[src/rtl/rd_arb_pkg.sv]
// rd_arb_pkg
//   Shared types and helpers for the 16-channel read-command arbiter.
//   Contents:
//     CH_NUM       number of requesting read channels (16)
//     RSP_DATA_W   response data width; follows `DATA_WIDTH (32 if undefined)
//     rsp_entry_t  response FIFO entry {idx, data}
//     rr_pick_t    round-robin search result {found, grant}
//     arb_state_e  grant-lock state used when burst locking is compiled in
//     rr_pick()    round-robin search starting at ptr and wrapping 15 -> 0

`ifndef DATA_WIDTH
`define DATA_WIDTH 32
`endif

package rd_arb_pkg;

  localparam int CH_NUM     = 16;
  localparam int RSP_DATA_W = `DATA_WIDTH;

  typedef struct packed {
    logic [3:0]            idx;
    logic [RSP_DATA_W-1:0] data;
  } rsp_entry_t;

  typedef struct packed {
    logic       found;
    logic [3:0] grant;
  } rr_pick_t;

  typedef enum logic {
    ARB_OPEN,
    ARB_LOCKED
  } arb_state_e;

  // Walking the offsets from highest to lowest means the last hit written
  // is the one closest to ptr, which avoids needing an early exit.
  function automatic rr_pick_t rr_pick(input logic [CH_NUM-1:0] req,
                                       input logic [3:0]        ptr);
    rr_pick_t   res;
    logic [3:0] cand;
    res = '0;
    for (int i = CH_NUM - 1; i >= 0; i--) begin
      cand = ptr + 4'(i);
      if (req[cand]) begin
        res.found = 1'b1;
        res.grant = cand;
      end
    end
    return res;
  endfunction

endpackage

[src/rtl/rd_arb_rsp_fifo.sv]
// rd_arb_rsp_fifo
//   Synchronous response FIFO holding {requester idx, read data} entries.
//   The head is read out of the storage flops, so an entry written on one
//   edge is visible at the output from the following cycle.
//   Ports:
//     iClk, iRst   clock, asynchronous active-high reset
//     push         write pushEntry (ignored when full)
//     pushEntry    entry to write
//     pop          remove the head entry (ignored when empty)
//     head         current head entry, all zero when empty
//     empty, full  occupancy flags
//     count        number of stored entries

module rd_arb_rsp_fifo
  import rd_arb_pkg::*;
#(
  parameter int DEPTH = 4
) (
  input  logic                     iClk,
  input  logic                     iRst,
  input  logic                     push,
  input  rsp_entry_t               pushEntry,
  input  logic                     pop,
  output rsp_entry_t               head,
  output logic                     empty,
  output logic                     full,
  output logic [$clog2(DEPTH):0]   count
);

  localparam int PTR_W = $clog2(DEPTH);

  rsp_entry_t       mem [DEPTH];
  logic [PTR_W-1:0] wrPtr;
  logic [PTR_W-1:0] rdPtr;
  logic             doPush;
  logic             doPop;

  assign empty  = (count == '0);
  assign full   = (count == (PTR_W + 1)'(DEPTH));
  assign doPush = push && !full;
  assign doPop  = pop && !empty;

  // Pointer and occupancy bookkeeping; a simultaneous push and pop leaves
  // the count unchanged.
  always_ff @(posedge iClk or posedge iRst) begin
    if (iRst) begin
      wrPtr <= '0;
      rdPtr <= '0;
      count <= '0;
    end else begin
      if (doPush) wrPtr <= wrPtr + 1'b1;
      if (doPop)  rdPtr <= rdPtr + 1'b1;
      case ({doPush, doPop})
        2'b10:   count <= count + 1'b1;
        2'b01:   count <= count - 1'b1;
        default: count <= count;
      endcase
    end
  end

  // Storage needs no reset: nothing is visible until the count says so.
  always_ff @(posedge iClk) begin
    if (doPush) mem[wrPtr] <= pushEntry;
  end

  assign head = empty ? '0 : mem[rdPtr];

endmodule

[src/rtl/rd_cmd_arb16.sv]
// rd_cmd_arb16
//   Round-robin arbiter sharing one fixed-latency SRAM read port among 16
//   read channels. One command is granted per cycle when a response credit
//   is available, the read is tagged with its requester and the returning
//   data is handed back in order through the response FIFO.
//   Optional feature macro: RDARB_BURST_LOCK_EN (grant stays on a channel
//   from a last=0 command until its last=1 command is accepted).
//   Ports:
//     iClk, iRst         clock, asynchronous active-high reset
//     iCmdVld/oCmdRdy    per-channel command handshake
//     iCmdPld            per-channel {last, addr}
//     oMemRen/oMemAddr   memory read request, same cycle as the accept
//     iMemData           memory data, RD_LAT cycles after oMemRen
//     oRspVld/iRspRdy    per-channel response handshake
//     oRspData           response data shared by all channels

`ifndef DATA_WIDTH
`define DATA_WIDTH 32
`endif

module rd_cmd_arb16
  import rd_arb_pkg::*;
#(
  parameter int ADDR_W     = 11,
  parameter int DATA_W     = `DATA_WIDTH,
  parameter int RD_LAT     = 2,
  parameter int FIFO_DEPTH = 4
) (
  input  logic                           iClk,
  input  logic                           iRst,
  input  logic [CH_NUM-1:0]              iCmdVld,
  output logic [CH_NUM-1:0]              oCmdRdy,
  input  logic [CH_NUM-1:0][ADDR_W:0]    iCmdPld,
  output logic                           oMemRen,
  output logic [ADDR_W-1:0]              oMemAddr,
  input  logic [DATA_W-1:0]              iMemData,
  output logic [CH_NUM-1:0]              oRspVld,
  output logic [DATA_W-1:0]              oRspData,
  input  logic [CH_NUM-1:0]              iRspRdy
);

  localparam int CNT_W = $clog2(FIFO_DEPTH) + 1;
  localparam int INF_W = $clog2(FIFO_DEPTH + RD_LAT + 1) + 1;

  logic [3:0]        ptr;
  logic [RD_LAT-1:0] tagVld;
  logic [3:0]        tagIdx [RD_LAT];
  rr_pick_t          pick;
  logic [3:0]        grant;
  logic              found;
  logic              creditOk;
  logic              accept;
  logic [INF_W-1:0]  inflight;
  logic [CNT_W-1:0]  fifoCount;
  rsp_entry_t        pushEntry;
  rsp_entry_t        fifoHead;
  logic              fifoEmpty;
  logic              fifoFull;
  logic              fifoPop;

  // Every read still in the tag pipe or waiting in the FIFO holds a credit.
  // Both terms are registered, so a pop only returns its credit one cycle
  // later, which keeps the FIFO from ever being overrun.
  always_comb begin
    inflight = INF_W'(fifoCount);
    for (int k = 0; k < RD_LAT; k++) begin
      inflight = inflight + INF_W'(tagVld[k]);
    end
  end

  assign creditOk = inflight < INF_W'(FIFO_DEPTH);
  assign pick     = rr_pick(iCmdVld, ptr);

`ifdef RDARB_BURST_LOCK_EN
  arb_state_e state;
  arb_state_e stateNext;
  logic [3:0] lockCh;
  logic [3:0] lockChNext;

  // While locked only the burst owner can be granted; it may still stall
  // on credits or on its own valid.
  always_comb begin
    grant = pick.grant;
    found = pick.found;
    if (state == ARB_LOCKED) begin
      grant = lockCh;
      found = iCmdVld[lockCh];
    end
  end

  // A last=0 accept opens (or continues) a burst, a last=1 accept ends it.
  always_comb begin
    stateNext  = state;
    lockChNext = lockCh;
    if (accept) begin
      if (iCmdPld[grant][ADDR_W]) begin
        stateNext = ARB_OPEN;
      end else begin
        stateNext  = ARB_LOCKED;
        lockChNext = grant;
      end
    end
  end

  always_ff @(posedge iClk or posedge iRst) begin
    if (iRst) begin
      state  <= ARB_OPEN;
      lockCh <= '0;
    end else begin
      state  <= stateNext;
      lockCh <= lockChNext;
    end
  end
`else
  logic unusedLast;

  assign grant = pick.grant;
  assign found = pick.found;

  // Without burst locking the last flag carries no meaning here.
  always_comb begin
    unusedLast = 1'b0;
    for (int c = 0; c < CH_NUM; c++) begin
      unusedLast = unusedLast ^ iCmdPld[c][ADDR_W];
    end
  end
`endif

  // Reset also masks the combinational grant so the outputs are quiet
  // for the whole reset period regardless of what the requesters drive.
  assign accept   = found && creditOk && !iRst;
  assign oCmdRdy  = accept ? (CH_NUM'(1) << grant) : '0;
  assign oMemRen  = accept;
  assign oMemAddr = accept ? iCmdPld[grant][ADDR_W-1:0] : '0;

  // Round-robin pointer plus the tag pipe that tracks which requester
  // each outstanding read belongs to until its data returns.
  always_ff @(posedge iClk or posedge iRst) begin
    if (iRst) begin
      ptr    <= '0;
      tagVld <= '0;
      for (int k = 0; k < RD_LAT; k++) tagIdx[k] <= '0;
    end else begin
      if (accept) ptr <= grant + 4'd1;
      tagVld[0] <= accept;
      tagIdx[0] <= grant;
      for (int k = 1; k < RD_LAT; k++) begin
        tagVld[k] <= tagVld[k-1];
        tagIdx[k] <= tagIdx[k-1];
      end
    end
  end

  assign pushEntry.idx  = tagIdx[RD_LAT-1];
  assign pushEntry.data = iMemData;

  rd_arb_rsp_fifo #(
    .DEPTH(FIFO_DEPTH)
  ) rspFifo (
    .iClk     (iClk),
    .iRst     (iRst),
    .push     (tagVld[RD_LAT-1]),
    .pushEntry(pushEntry),
    .pop      (fifoPop),
    .head     (fifoHead),
    .empty    (fifoEmpty),
    .full     (fifoFull),
    .count    (fifoCount)
  );

  // Responses return strictly in order; only the head's owner can pop it.
  assign fifoPop  = !fifoEmpty && iRspRdy[fifoHead.idx];
  assign oRspVld  = fifoEmpty ? '0 : (CH_NUM'(1) << fifoHead.idx);
  assign oRspData = fifoHead.data;

  // The credit scheme must make a write into a full FIFO impossible.
  rspFifoNoOverflow: assert property (@(posedge iClk) disable iff (iRst)
    !(tagVld[RD_LAT-1] && fifoFull));

endmodule

[config.mk]
export PLATFORM = sky130hd
export DESIGN_NAME = rd_cmd_arb16
export DESIGN_NICKNAME = d
export VERILOG_FILES = /design/src/rtl/rd_arb_pkg.sv /design/src/rtl/rd_arb_rsp_fifo.sv /design/src/rtl/rd_cmd_arb16.sv
export SDC_FILE = /design/constraint.sdc
export NUM_CORES = 1
export LEC_CHECK = 0
export CAP_MARGIN = 20
export CORE_MARGIN = 2
export CORE_UTILIZATION = 52
export DETAILED_ROUTE_END_ITERATION = 8
export GPL_TIMING_DRIVEN = 0
export HOLD_SLACK_MARGIN = 0.03
export PLACE_DENSITY = 0.88
export SYNTH_ARGS = -nofsm -noshare
export SYNTH_HDL_FRONTEND = slang
export SYNTH_HIERARCHICAL = 1
export SYNTH_SLANG_ARGS = --single-unit
export TNS_END_PERCENT = 50
[constraint.sdc]
create_clock -name iClk -period 15.6 [get_ports iClk]
set_input_delay 2.34 -clock iClk [delete_from_list [all_inputs] [get_ports iClk]]
set_output_delay 2.34 -clock iClk [all_outputs]
set_load 0.01 [all_outputs]
### Ports around the boundary

Pins as bars across the die edge, other pins in gray.
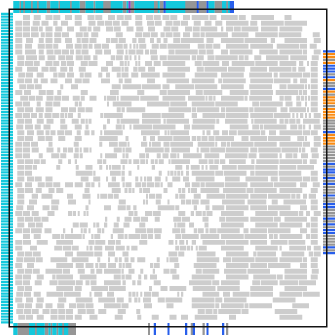
port	color	pins	direction	edge
iCmdPld	cyan	192	input	108 left, 68 top, 16 bottom
oRspVld	orange	16	output	right
iMemData	blue	32	input	21 right, 6 bottom, 5 top
oMemRen	purple	1	output	top
Die Y: 149.0 microns
PortBufs: 317
Horiz. Die Dim: 149.0 microns

### Clock wiring as the flow saved it

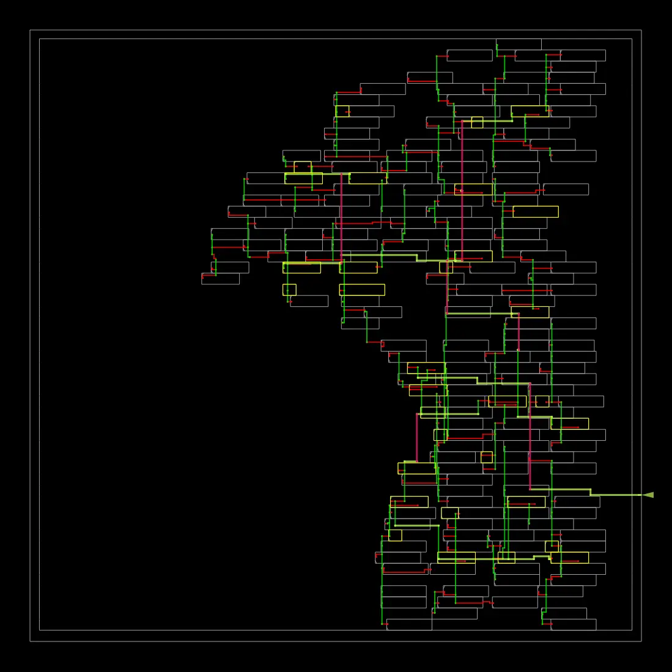
total CTS buffers: 17
CLK BUF: 17
Latency at later pin: 0.43 ns
power in the clock group: 0.422 mW
flop count: 165

### Sequential cells colored by netlist name

Other sequential cells in the stronger gray, the rest of the logic in the fainter gray.
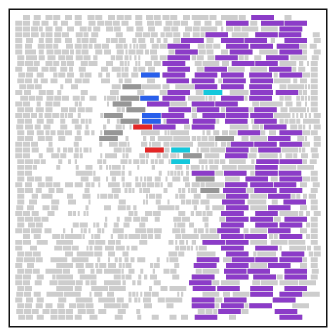
name in the netlist	color	sequential cells
rspFifo/count	cyan	3
pushEntry	blue	4
rspFifo/mem	purple	144
tagVld	red	2
not colored	12
Reg area: 4850 sq um
Sequential Power: 0.613 mW
Util after Layout: 0.7276
Seq area share: 0.3201

==> results.yml <==
# synthesis and place-and-route metrics
final_layout:
  nonClkBufAreaFrac: 0.2379
  stdcell_count: 1474
  dominant_cells: "multi-input combinational cells"
  largest_reg_flops: 144
  final-clk-cell-share: 0.04038
  fin_nets: 1464
  logic_area_sq_um: 5635
  comb_cells: 599
  regMostFlops: "rspFifo/mem"
  diodes: 0
  inverters_excl_clock: 28
  areaGrowthSynthToFinish_pct: 38.53
  buffers: 375
  most-common-layout-cells: "clkdlybuf4s50_1, edfxtp_1, mux2i_1"
  layout_top_cell: "clkdlybuf4s50_1"
  drive_above_1_share: 0.1743
  num-fill-cells: 1451
  comb_share: 0.3720
  design_area_sq_um: 15150
power_and_ir_drop:
  power_density_nw_per_um2: 283.2
  switchingPower_mw: 1.986
  clkPwrFrac: 0.098
  seq_power_share: 0.143
  p_leak_nw: 5.649
  top_power_group: "combinational logic"
  intPower_mw: 2.305
  ir_drop_uv: 261.4
  pg_comb_mw: 3.26
  switching_share: 0.4628
  p_comb_frac: 0.759
routing:
  via_count: 9028
  wl_microns: 35750
  ant_nets: 0
  drt_iter0_markers: 789
  wl_per_cell_microns: 24.25
  firstDrtPassIters: 5
  drc: 0
  vias_per_cell: 6.125
synth:
  syn_inst: 846
  yosys.area_share.simple: 0.1003
  topCellsByArea: "edfxtp_1, mux4_2, mux2i_1"
  ys_sh_xor: 0.01968
  synth_cell_types: 81
  syn_nets: 1124
  yosysTopAreaCell: "edfxtp_1"
  syn_area_sq_um: 10940
  common_cells: "edfxtp_1, mux2i_1, mux4_2"
  async_flop_share: 0.1273
  yosys-stat-cells: 846
  edf_count: 144
  top_cell: "edfxtp_1"
  ys_area_sq_um: 10940
  ys.flop_type: "edfxtp_1"
  ys_seq_frac: 0.4434
  top_cell_area_share: 0.3954
  avgSynthCellArea_sq_um: 12.93
  topCombFamilyByArea: "multiplexers"
  ys_sh_aoi: 0.09084
  ys_sh_adder: 0.02357
  mux_share: 0.2804
  ys.flops: 165
  synth_warnings: 6
worst_setup_path:
  critPathTopFamily: "multiplexers"
  cp_cell_sequence: "clkdlybuf4s50_1 > mux4_2 > mux2_2 > mux2i_1 > nand2_1 > nor3_1 > o311ai_0 > o2111a_1 > a221oi_2 > clkbuf_1 > mux2i_1 > o22ai_1 > or4_1 > clkdlybuf4s50_1"
  worstPathRequired_ns: 13.26
  r2r_slack_ns: 9.45
  criticalPathCategory: "in2out"
  crit_fanout: 10
  critPathSlowestCell: "clkbuf_1"
  slowest_delay_ns: 0.72
  endpoint: "oMemAddr[2]"
  cp-startpoint: "iCmdVld[5]"
  crit_path_end_kind: "output pin"
  r2r_start: "ptr[1]$_DFFE_PP0P_"
  r2r_cells: 23
  path_buffers: 3
  critPathLaunchType: "primary input"
  path_depth: 14
  arrival_ns: 7.69
  worstReg2RegEnd: "ptr[2]$_DFFE_PP0P_"
clock_tree:
  cts-resized-gates: 0
  clk_pin_slew_ns: 0.06
  cts-root-buf: "clkbuf_16"
  cts_buffer_depth: 2
  cts_setup_buffers: 0
  clkSinkCount: 165
  cts_tree: "done"
  cts_hold_buffers: 0
  htreeDepth: 4
worst_hold_path:
  hold_start: "tagIdx[4]$_DFF_PP0_"
  min_to: "pushEntry[32]$_DFF_PP0_"
  hold_depth: 0
  hold_path_class: "reg2reg"
floorplan:
  fp_util: 0.5252
  core-area_sq_um: 20820
  row_count: 53
  boundaryPins: 334
  well_tap_count: 275
  die_area_sq_um: 22210
timing:
  period_used_share: 0.6427
  period_minus_slack_ns: 10.03
  rsz0062_at_grt: "false"
  setup_viol: 0
  tightest_slew_ns: 1.024
  hold_viol_final: 0
  skew_ns: 0.01505
  relSlewSlack: 0.3119
  slew_violations: 0
  max_freq_mhz: 99.75
  tns_ns: 0
grt:
  antenna_found_initial: 0
  grt_max_degree: 37
  gr-usage-all-layers: 0.3225
  grt_first_pass_wirelength_microns: 53560
  grt_remaining_overflow: 0
  grt_pass1_vias: 9118
run:
  warnings: 54
  cap_violations: 0
placed_design:
  routabilityCongestion: 0.9379
  hpwlAfterDp_microns: 27760
  dp.cells: 1442
  placed_area_sq_um: 14540
status:
  outcome: "finished, final reports clean"
==> metal layers <==
| metal | part of all wire | global-route usage | vias to the layer above |
|---|---|---|---|
| li1 | - | - | 4030 |
| met1 | 0.37 | 0.3963 | 4413 |
| met2 | 0.52 | 0.5710 | 500 |
| met3 | 0.070 | 0.05994 | 85 |
| met4 | 0.038 | 0.1138 | 0 |
| met5 | 0 | 0 | - |
==> through the flow <==
stage	total power [mW]	hold slack (ns)	setup WS, ns
after global placement	3.787	0.3317	5.623
after CTS	4.265	0.3547	5.652
after detailed placement	3.817	0.3370	5.670
after global routing	4.504	0.3687	5.395
after floorplan	2.829	0.3312	7.606
final	4.290	0.3530	5.575
No activity file was given, so power comes from the tool's default toggle rates.
